Run 1, nets reached from selected ports:
Drawn at 2 px/um.
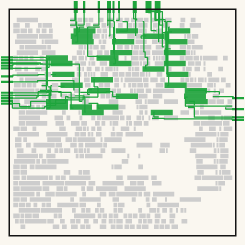
Run 1, cell placement:
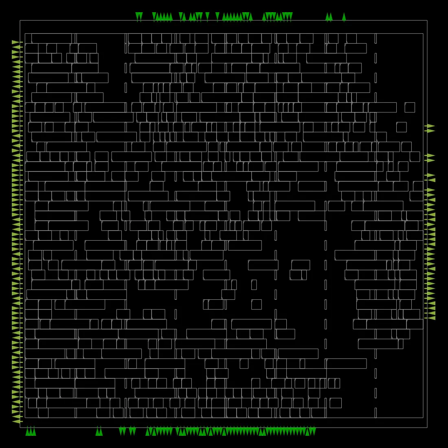
Run 1, I/O pins on the die edge:
Drawn at 4 px/um. Pins as bars across the die edge, other pins in grey.
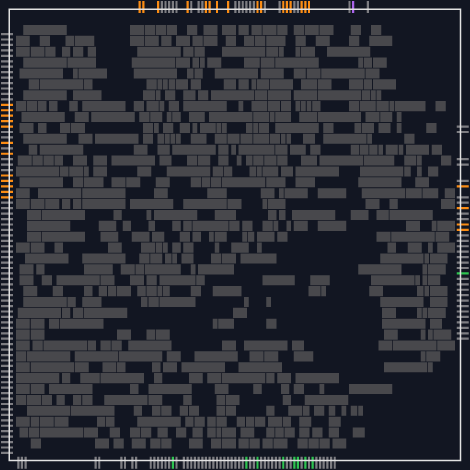
`src/rtl/cache_ri_pkg.sv`:
```
// Shared definitions for the cache line-refill engine.
//   state_t   : refill FSM states
//   HALF_LO/HI: readable-byte half masks; an 8-bit readable byte covers two
//               words, the even word owns the low nibble, the odd word the high
//   halfMask  : picks the half mask from word-address bit 0
package cache_ri_pkg;

  typedef enum logic [2:0] {
    IDLE,
    DRE_RD,
    DRE_CAP,
    MEM_REQ,
    MEM_WAIT,
    WRITE,
    NEXT,
    DONE
  } state_t;

  localparam logic [7:0] HALF_LO = 8'h0F;
  localparam logic [7:0] HALF_HI = 8'hF0;

  function automatic logic [7:0] halfMask(input logic oddWord);
    return oddWord ? HALF_HI : HALF_LO;
  endfunction

endpackage

```
`src/rtl/cache_ri_refill.sv`:
```
// Line-refill engine for the data cache. On a miss request it walks one
// cache line word by word: reads the word's readable bits, fetches words that
// are not fully CPU-written from memory, merges them into the data RAM with
// byte enables that protect CPU-written bytes, and then marks the word
// readable. Sits directly upstream of the per-byte readable-bit store.
//
// Ports:
//   clk, rst            clock, asynchronous active-high reset
//   req_*               refill request (valid/ready, way, line base, mem base)
//   done                one-cycle completion pulse
//   sel                 ownership of readable-bit store and data-RAM write port
//   ri_read*/ri_write*  readable-bit store ports (1-cycle read latency)
//   mem_*               memory bus read port (waitRequest stall, data strobe)
//   dat_*               data RAM write port
module cache_ri_refill
  import cache_ri_pkg::*;
#(
  parameter int ADDR_WIDTH = 9,
  parameter int LINE_WORDS = 8
) (
  input  logic                  clk,
  input  logic                  rst,
  input  logic                  req_valid,
  output logic                  req_ready,
  input  logic [1:0]            req_channel,
  input  logic [ADDR_WIDTH-1:0] req_address,
  input  logic [31:0]           req_memAddress,
  output logic                  done,
  output logic                  sel,
  output logic [ADDR_WIDTH-1:0] ri_readAddress,
  output logic [1:0]            ri_readChannel,
  input  logic [7:0]            ri_readData,
  input  logic [3:0]            ri_readRe,
  output logic [ADDR_WIDTH-1:0] ri_writeAddress,
  output logic [1:0]            ri_writeChannel,
  output logic                  ri_writeEnable,
  output logic [7:0]            ri_writeData,
  output logic [31:0]           mem_address,
  output logic                  mem_read,
  input  logic                  mem_waitRequest,
  input  logic                  mem_readDataValid,
  input  logic [31:0]           mem_readData,
  output logic [ADDR_WIDTH-1:0] dat_writeAddress,
  output logic [1:0]            dat_writeChannel,
  output logic [31:0]           dat_writeData,
  output logic [3:0]            dat_writeByteEnable,
  output logic                  dat_writeEnable
);

  localparam int CNT_W = $clog2(LINE_WORDS);

  state_t                      state;
  state_t                      stateNext;
  logic [CNT_W-1:0]            cnt;
  logic                        lastWord;

  logic [1:0]                  channel;
  logic [ADDR_WIDTH-CNT_W-1:0] lineTag;
  logic [31:0]                 memBase;
  logic [3:0]                  reQ;
  logic [7:0]                  allQ;
  logic [31:0]                 dataQ;

  logic [ADDR_WIDTH-1:0]       wordAddr;
  logic [31:0]                 wordMemAddr;

  // The request address is line-aligned; its offset bits carry no information.
  logic                        unusedOffsetBits;
  assign unusedOffsetBits = ^req_address[CNT_W-1:0];

  // Concatenation keeps the word address inside the line with no carry.
  assign wordAddr    = {lineTag, cnt};
  assign wordMemAddr = memBase + {{(30-CNT_W){1'b0}}, cnt, 2'b00};
  assign lastWord    = (cnt == CNT_W'(LINE_WORDS - 1));

  // Control state: the only registers that see reset.
  always_ff @(posedge clk or posedge rst) begin
    if (rst) begin
      state <= IDLE;
      cnt   <= '0;
    end else begin
      state <= stateNext;
      if (state == IDLE && req_valid) begin
        cnt <= '0;
      end else if (state == NEXT && !lastWord) begin
        cnt <= cnt + CNT_W'(1);
      end
    end
  end

  // Request fields and per-word captures; only observed while sel is high.
  always_ff @(posedge clk) begin
    if (state == IDLE && req_valid) begin
      channel <= req_channel;
      lineTag <= req_address[ADDR_WIDTH-1:CNT_W];
      memBase <= req_memAddress;
    end
    if (state == DRE_CAP) begin
      reQ  <= ri_readRe;
      allQ <= ri_readData;
    end
    if (state == MEM_WAIT && mem_readDataValid) begin
      dataQ <= mem_readData;
    end
  end

  always_comb begin
    stateNext = state;
    unique case (state)
      IDLE:     if (req_valid) stateNext = DRE_RD;
      DRE_RD:   stateNext = DRE_CAP;
      // Decide on the live read data; reQ is loaded on this same edge.
      DRE_CAP:  stateNext = (ri_readRe == 4'hF) ? NEXT : MEM_REQ;
      MEM_REQ:  if (!mem_waitRequest) stateNext = MEM_WAIT;
      MEM_WAIT: if (mem_readDataValid) stateNext = WRITE;
      WRITE:    stateNext = NEXT;
      NEXT:     stateNext = lastWord ? DONE : DRE_RD;
      DONE:     stateNext = IDLE;
      default:  stateNext = IDLE;
    endcase
  end

  // All outputs are gated by state so that reset/IDLE drives them to zero.
  always_comb begin
    req_ready           = 1'b0;
    sel                 = 1'b0;
    done                = 1'b0;
    ri_readAddress      = '0;
    ri_readChannel      = '0;
    ri_writeAddress     = '0;
    ri_writeChannel     = '0;
    ri_writeEnable      = 1'b0;
    ri_writeData        = '0;
    mem_address         = '0;
    mem_read            = 1'b0;
    dat_writeAddress    = '0;
    dat_writeChannel    = '0;
    dat_writeData       = '0;
    dat_writeByteEnable = '0;
    dat_writeEnable     = 1'b0;

    if (state == IDLE) begin
      req_ready = 1'b1;
    end else begin
      sel            = 1'b1;
      // Held for the whole word so the store's read port sees a stable address.
      ri_readAddress = wordAddr;
      ri_readChannel = channel;
    end

    if (state == MEM_REQ) begin
      mem_read    = 1'b1;
      mem_address = wordMemAddr;
    end

    if (state == WRITE) begin
      dat_writeEnable     = 1'b1;
      dat_writeByteEnable = ~reQ;
      dat_writeData       = dataQ;
      dat_writeAddress    = wordAddr;
      dat_writeChannel    = channel;
      // Keep the sibling word's half of the shared byte as it was read.
      ri_writeEnable      = 1'b1;
      ri_writeData        = allQ | halfMask(wordAddr[0]);
      ri_writeAddress     = wordAddr;
      ri_writeChannel     = channel;
    end

    if (state == DONE) begin
      done = 1'b1;
    end
  end

endmodule

```
`config.mk`:
```
export PLATFORM = sky130hd
export DESIGN_NAME = cache_ri_refill
export DESIGN_NICKNAME = d
export VERILOG_FILES = /design/src/rtl/cache_ri_pkg.sv /design/src/rtl/cache_ri_refill.sv
export SDC_FILE = /design/constraint.sdc
export NUM_CORES = 1
export LEC_CHECK = 0
export CAP_MARGIN = 0
export CORE_UTILIZATION = 35
export CTS_BUF_LIST = sky130_fd_sc_hd__clkbuf_2 sky130_fd_sc_hd__clkbuf_4 sky130_fd_sc_hd__clkbuf_8
export CTS_CLUSTER_DIAMETER = 60
export CTS_CLUSTER_SIZE = 28
export DETAILED_ROUTE_END_ITERATION = 12
export PLACE_DENSITY = 0.74
export SLEW_MARGIN = 20
export SYNTH_ARGS = -nofsm -noshare
export SYNTH_HDL_FRONTEND = slang
export SYNTH_SLANG_ARGS = --single-unit
```
`constraint.sdc`:
```
create_clock -name clk -period 2.43 [get_ports clk]
set_input_delay 0.243 -clock clk [delete_from_list [all_inputs] [get_ports clk]]
set_output_delay 0.243 -clock clk [all_outputs]
set_load 0.03 [all_outputs]
```
==> notes.org, run 1 <==
#+TITLE: Implementation results

** Run status
- Status :: finished, violations left
- The final reports fail on negative setup slack.

** Timing
- Subtracting the final worst setup slack from the clock period gives 2.71 ns.
- Across all setup checks in the final design, the least slack found is -0.277 ns.
- Hold Fails Final Rpt :: 0
- The max-slew check reports its worst relative slack as 72.8%.
- Worst-Margin Slew :: 0.407 ns
- Peak clock frequency supported by timing :: 369 MHz
- Final Setup Violations :: 18
- Final Max Tran Viols :: 0
- Share of the cycle needed by the critical path after routing :: 111%
- Setup repair after global routing could not meet its margin everywhere.

** Clocking
- Clock buffer count from CTS :: 9
- The H-tree generated during clock tree synthesis spans 3 levels.
- The number of clock sinks came to 90.
- Max clock buf depth :: 2
- Cts repair resizes :: 22
- TritonCTS built the clock tree.
- For the worst-skew pair, the clock arrives at the later sink with an insertion delay of 0.38 ns.

** Synthesis
- Counting the warning lines in the Yosys log gives 0.
- Yosys top cell by instances :: sky130_fd_sc_hd__edfxtp_1
- The synthesized design contains 84 enable-type register cells.
- Of the combinational cells, the family taking the most area is simple AND/OR/NAND/NOR gates.
- Among all flip-flop cells after synthesis, the most frequent one is sky130_fd_sc_hd__edfxtp_1.
- The synthesized netlist occupies a cell area of 4270 sq um.
- Synth top area share :: 59.1%
- Per the synth log, the flip-flop and latch total comes to 90.
- # Cells Yosys :: 360
- Summed over all instances, the cell type with the most area after synthesis is sky130_fd_sc_hd__edfxtp_1.
- Fraction of synthesized cell area in xor and xnor cells :: 4.72%
- The main area contributors are sky130_fd_sc_hd__edfxtp_1, sky130_fd_sc_hd__and2_1, sky130_fd_sc_hd__nor2_1, sky130_fd_sc_hd__dfrtp_1, sky130_fd_sc_hd__xnor2_1.
- For reference, simple AND, OR, NAND and NOR cells occupy 21.7% of the area reported after synthesis.

** Drt
- Routed wl met3 :: 1.02 mm
- In the routed layout, each cell is associated on average with a via count of 4.80.
- Top metal layer carrying routed signals :: met4
- Average wire length per cell after detail routing :: 15.9 um
- Detailed router's first-iteration violation count :: 139
- The first detailed-routing pass took 5 iterations.
- Number of vias after detailed routing :: 3,522
- Total wirelength of the detailed-routed design :: 11.7 mm

** Floorplanning
- The floorplan step records an initial core utilization of 36.6%.
- Number of primary I/O pins :: 207
- Die Outline Area :: 12,600 sq um
- The region available for standard cell placement spans 11,700 sq um.

** Pwr
- Total power per unit cell area :: 895 nW/um^2
- Power, Total :: 6.25 mW
- Per the breakdown, switching nets consume 39.3% of all power.
- In this run, flip-flops and latches consume 33.8% of the power.
- Power attributed to combinational cells is 3.01 mW.
- Design internal power :: 3.79 mW
- VDD sags by at most 0.000513 V.
- Per report_power, the Sequential row totals 2.12 mW.
- In this run the static leakage power is 3.01 nW.

** Critical path
- Looking at the critical path, the single cell with the biggest stage delay is sky130_fd_sc_hd__or4_4.
- Origin of the critical flop-to-flop path :: state[0]$_DFFE_PP0P_
- Library cell appearing most often on the critical path :: sky130_fd_sc_hd__or3_4
- For reference, the critical path is launched at memBase[13]$_DFFE_PP_.
- Required time at the endpoint of the critical path :: 2.19 ns
- Worst Reg2Reg Path Length in Cells :: 5
- Data arrival time of the critical path :: 2.46 ns
- On the critical path the largest part of the delay comes from simple AND/OR/NAND/NOR gates.
- Largest fanout of any net on the critical path :: 3
- The critical path ends at mem_address[31].
- Max stage delay on crit path :: 0.55 ns
- Crit path kind :: register to output port

** Placed design
- The buffer_ports step reported a buffer count of 203.
- Instance area after placement :: 6440 sq um
- At the placement stage, the worst setup path has a slack of 0.0244 ns.
- The wire-length estimate of the detail-placed layout is 8.54 mm.

** Run
- Number of maximum-capacitance violations :: 0

** Layout
- Buffer share of cell area :: 32.2%
- Final net count :: 683
- Clock Network Area Fraction :: 3.10%
- From synthesis to final layout, the design area changed by 63.7%.
- In the finished layout, the clock tree contains a buffer count of 9.
- Registers with the highest flip-flop counts :: dataQ (32), memBase (32), allQ (8)
- Registers :: 90
- Ratio of cells with drive above 1 in the final layout :: 30.5%
- Antenna diode count :: 0
- Top library cells by usage in the layout, fill and taps aside :: sky130_fd_sc_hd__buf_4, sky130_fd_sc_hd__clkdlybuf4s50_1, sky130_fd_sc_hd__edfxtp_1
- 227 cells are multi-input combinational gates.
- Total area of sequential cells :: 2670 sq um
- The finished cells cover 6990 sq um.

** Global routing
- Largest net degree at the start of global routing :: 45
- Vias in the first global route :: 3,522
- Number of antenna violations at the first check in global routing :: 0
-- 'nets reached from selected ports' (at the start) --
colour	port	bits	direction	edge	end cells	buffers	wire
green	`req_memAddress`	32	input	16 top, 12 left, 4 right	32	32	1,050 um

-- 'cell placement' (at the start) --
Placement Rows: 39
final std cells w/o fill: 733
proportion of cell area occupied by registers: 38.2%
tapcell count: 143
total of fill cells in the finished design: 921

-- 'I/O pins on the die edge' (at the start) --
colour	port	pins	direction	edge
purple	`mem_read`	1	output	top
green	`ri_writeAddress`	9	output	8 bottom, 1 right
orange	`req_memAddress`	32	input	16 top, 12 left, 4 right
all pins by edge	78 left, 59 bottom, 37 top, 33 right

Run 1, metal layers overlaid:
Drawn at 2 px/um. Two of the layers only.
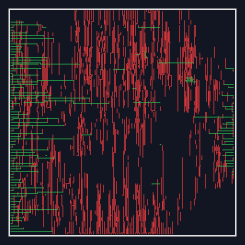

==> run 2, diff against run 1 <==
- PLACE_DENSITY: 0.74 -> 0.71
- clock period: 2.43 -> 2.9 ns (I/O delays scaled with it)
Run 2, metal layers overlaid:
Drawn at 2 px/um. Two of the layers only.
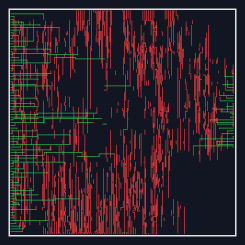
colour	layer	wire length
red	metal 2	6,010 um
green	metal 3	1,080 um

==> run 2 against run 1 <==
Critical endpoint unchanged. The run now ends clean. Die size stayed put. Largest cell class unchanged. Clock skew grew 0.0018 ns. Flip-flop count is the same.
==> notes.org, run 2 <==
#+TITLE: Implementation results

** Synthesis
- Yosys top cell by instances :: sky130_fd_sc_hd__edfxtp_1
- After synthesis, the design contains 360 cells according to Yosys.
- Avg Synthesized Cell Area :: 11.9 sq um
- In this run the biggest area consumer among cell types represents 59.1% of the synthesized area.
- For reference, the mux area share after synthesis is 0.938%.
- Logic family by area :: simple AND/OR/NAND/NOR gates
- Summing the areas of all compound-gate instances in the mapped netlist gives 2.99% of the synthesized area.
- Per the synthesis report, the dominant area consumer among library cells is sky130_fd_sc_hd__edfxtp_1.
- Of the total synthesized cell area, the portion taken by full adders, half adders and majority gates is 1.93%.
- By count the netlist is led by sky130_fd_sc_hd__edfxtp_1, sky130_fd_sc_hd__and2_1, sky130_fd_sc_hd__nor2_1.
- Synthesized registers :: 90
- Counting distinct cell types in the post-synthesis netlist gives 37.
- Post-synth area hogs :: sky130_fd_sc_hd__edfxtp_1, sky130_fd_sc_hd__and2_1, sky130_fd_sc_hd__nor2_1, sky130_fd_sc_hd__dfrtp_1, sky130_fd_sc_hd__xnor2_1
- In this run, the synthesized area fraction spent on and/or/nand/nor cells is recorded as 21.7%.
- Number of enable-type register cells in the synthesized netlist :: 84
- Post-synthesis cell count :: 360
- Most used flip-flop cell after synthesis :: sky130_fd_sc_hd__edfxtp_1
- During synthesis, Yosys emitted a total of 0 warnings.
- Post-Syn Nets :: 458
- Sequential cell area fraction in the yosys report :: 62.6%
- Before any placement, the netlist area is recorded as 4270 sq um.
- Fraction of synthesized cell area in xor and xnor cells :: 4.72%
- Proportion of register bits with asynchronous set or reset after synthesis :: 6.67%

** Floorplanning
- The floorplan report lists the tap cell count as 143.
- The core region is 11,700 sq um.
- Core Density at Floorplan :: 36.6%
- According to the floorplan report, the total die area is 12,600 sq um.
- According to the floorplan report, the die height is 112 um.
- DIE WIDTH :: 112 um
- According to the I/O placement log, the pin count is 207.
- Row generation in the floorplan step produced 39 rows.

** Layout
- Final net count :: 667
- Post-route cell area :: 6780 sq um
- Leaving out the clock tree, the finished layout contains an inverter count of 15.
- After filler insertion, the fill cell instance count of the layout stands at 942.
- Bufs w/o clock :: 226
- The clock buffers instantiated in the layout total 10.
- After the flow finishes, the layout carries non-filler instances totaling 717.
- Area used by multi-input combinational logic :: 1460 sq um
- Registers :: 90
- In the final layout, non-clock buffers account for 32.1% of the cell area.
- Multi-Input Combinational :: 227
- Registers with the highest flip-flop counts :: dataQ (32), memBase (32), allQ (8)
- The sequential cells in the finished layout cover a total of 2670 sq um.
- Ranked by total area, the top cell class in this layout is flip-flops and latches.
- Dominant logic cell type in the layout :: sky130_fd_sc_hd__clkdlybuf4s50_1
- Relative to the synthesized area, the layout overhead comes to 58.9%.
- The layout summary lists the proportion of cells stronger than drive strength 1 as 21.1%.
- In the final layout, multi-input gates take up 21.5% of the cell area.
- Clock Network Area Fraction :: 3.49%
- Top library cells by usage in the layout, fill and taps aside :: sky130_fd_sc_hd__clkdlybuf4s50_1, sky130_fd_sc_hd__edfxtp_1, sky130_fd_sc_hd__buf_4
- The final antenna diode tally reported by the flow is 0.

** Placed design
- Detailed placement HPWL :: 9.00 mm
- Before CTS, the worst setup slack after placement is 0.0909 ns.
- After its last routability iteration, the placer logged a weighted congestion of 0.839.
- Count of buffers from port buffering :: 203
- Total instance count after detailed placement :: 696
- The placed instances occupy a cell area of 6410 sq um.

** Timing
- Total negative setup slack :: 0 ns
- Setup repair after global routing could not meet its margin everywhere.
- Remaining max-slew budget at the tightest pin :: 37.7%
- Fin worst setup slack :: 0.0341 ns
- For the finished layout, the period the worst path requires is 2.87 ns.
- Final Max Tran Viols :: 0
- The final timing summary puts the cycle share of the worst path at 98.8%.
- Worst-Margin Slew :: 0.921 ns
- For this run, the top clock speed supported by timing is 349 MHz.
- Across all hold checks on the routed design, the worst slack comes to 0.148 ns.
- Clock skew :: 0.00793 ns
- In the final report, the number of endpoints failing setup comes to 0.
- Counting endpoints that fail hold in the final report gives 0.

** Drt
- Routed wl met3 :: 1.08 mm
- Once detail routing completed, the nets flagged for antenna violations numbered 0.
- Detailed router's first-iteration violation count :: 153
- Routed signal wires occupy layers up through met4.
- TritonRoute output was used to compute an average wire per cell of 16.5 um.
- DR vias/cell :: 4.74
- Per the detail_route report, the via count comes to 3,402.
- Number of design rule violations left after detail routing :: 0
- The iteration count recorded for the first detailed-route pass is 4.
- WL met1 :: 4.57 mm
- Total wirelength of the detailed-routed design :: 11.8 mm
- Detailed-routed wire length on met2 :: 6.01 mm

** Clocking
- The clock H-tree reported by CTS has 3 levels.
- Clock latency on the worst-skew pair, taken at its later pin, is 0.35 ns.
- Post-CTS Hold Fix Bufs :: 0
- On the worst setup and hold paths after CTS, the clock-pin slew comes to 0.09 ns.
- Clock buffer count from CTS :: 9
- Clock tree from TritonCTS :: yes
- The clock drives 90 sinks.
- The longest clock path from root to sink contains 2 buffers.
- Number of setup buffers added after CTS :: 3
- CTS placed an instance of sky130_fd_sc_hd__clkbuf_8 at the clock tree root.
- Cts repair resizes :: 17

** Pwr
- Clock group share of total power :: 19.3%
- Total power per unit cell area :: 766 nW/um^2
- Combinational cells account for 46.2% of the total power.
- For this design the total switching power over the nets is 1.99 mW.
- The power report lists the clock group at 1.00 mW.
- Top power group :: combinational cells
- Switching share of power :: 38.2%
- Internal power comes to 3.21 mW.
- The analysis attributes to cell leakage a power of 2.74 nW.
- Power, Total :: 5.19 mW
- Power of the sequential group :: 1.79 mW
- Maximum vdd drop :: 0.000373 V
- In this run, flip-flops and latches consume 34.5% of the power.
- Combinational power :: 2.40 mW

** Global routing
- The first global-routing pass estimated 18.4 mm of wire.
- Global router's overall resource usage :: 19.1%
- Overflow after GRT :: 0
- The via count of the first global-routing pass is 3,516.
- Entering global routing, the biggest net connects 45 pins.
- The number of antenna violations at the first check in global routing came to 0.
- The global routing report lists met1 layer usage as 22.0%.

** Worst hold path
- HP Class :: input pin to async pin

** Critical path
- Data on the critical path arrives at its endpoint at 2.58 ns.
- Origin of the critical flop-to-flop path :: cnt[0]$_DFFE_PP0P_
- Buffers and inverters on the worst path :: 2
- According to the timing report, the data required time at the worst endpoint equals 2.61 ns.
- The setup check on the worst reg-to-reg path leaves a slack of 0.50 ns.
- The timing report shows that the slowest cell on the worst path is sky130_fd_sc_hd__or4_4.
- Worst Reg2Reg Path Length in Cells :: 7
- Kind of start point of the critical path :: register
- In this design, the critical path's most frequently occurring cell is sky130_fd_sc_hd__or3_4.
- Gate family responsible for the most delay along the worst path :: simple AND/OR/NAND/NOR gates
- STA classifies the critical path endpoint as an output port.
- Looking at the setup timing report, the critical path kind is register to output port.
- All stages included, the depth of the critical timing path comes to 7.
- The timing report gives the biggest stage delay along the critical path as 0.54 ns.
- Largest fanout of any net on the critical path :: 3
- Worst setup startpoint :: memBase[9]$_DFFE_PP_
- The most critical setup path has its endpoint at mem_address[31].
- End of the worst register-to-register path :: cnt[2]$_DFFE_PP0P_

** Run
- The number of warnings reported in the stage logs is 30.
- The number of maximum-capacitance violations recorded for the run is 0.

** Run status
- Status :: completed
Run 2, cell placement:
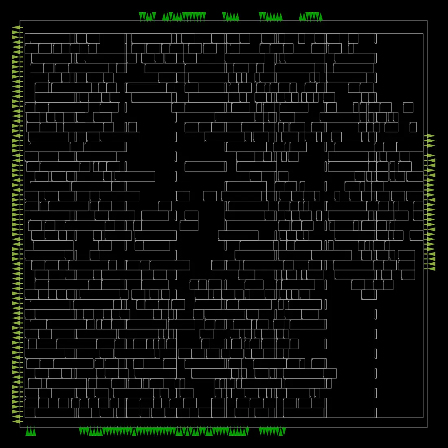
proportion of cell area occupied by registers: 39.4%
utilization of the core after routing: 58.2%

No activity file was given, so power comes from the tool's default toggle rates.
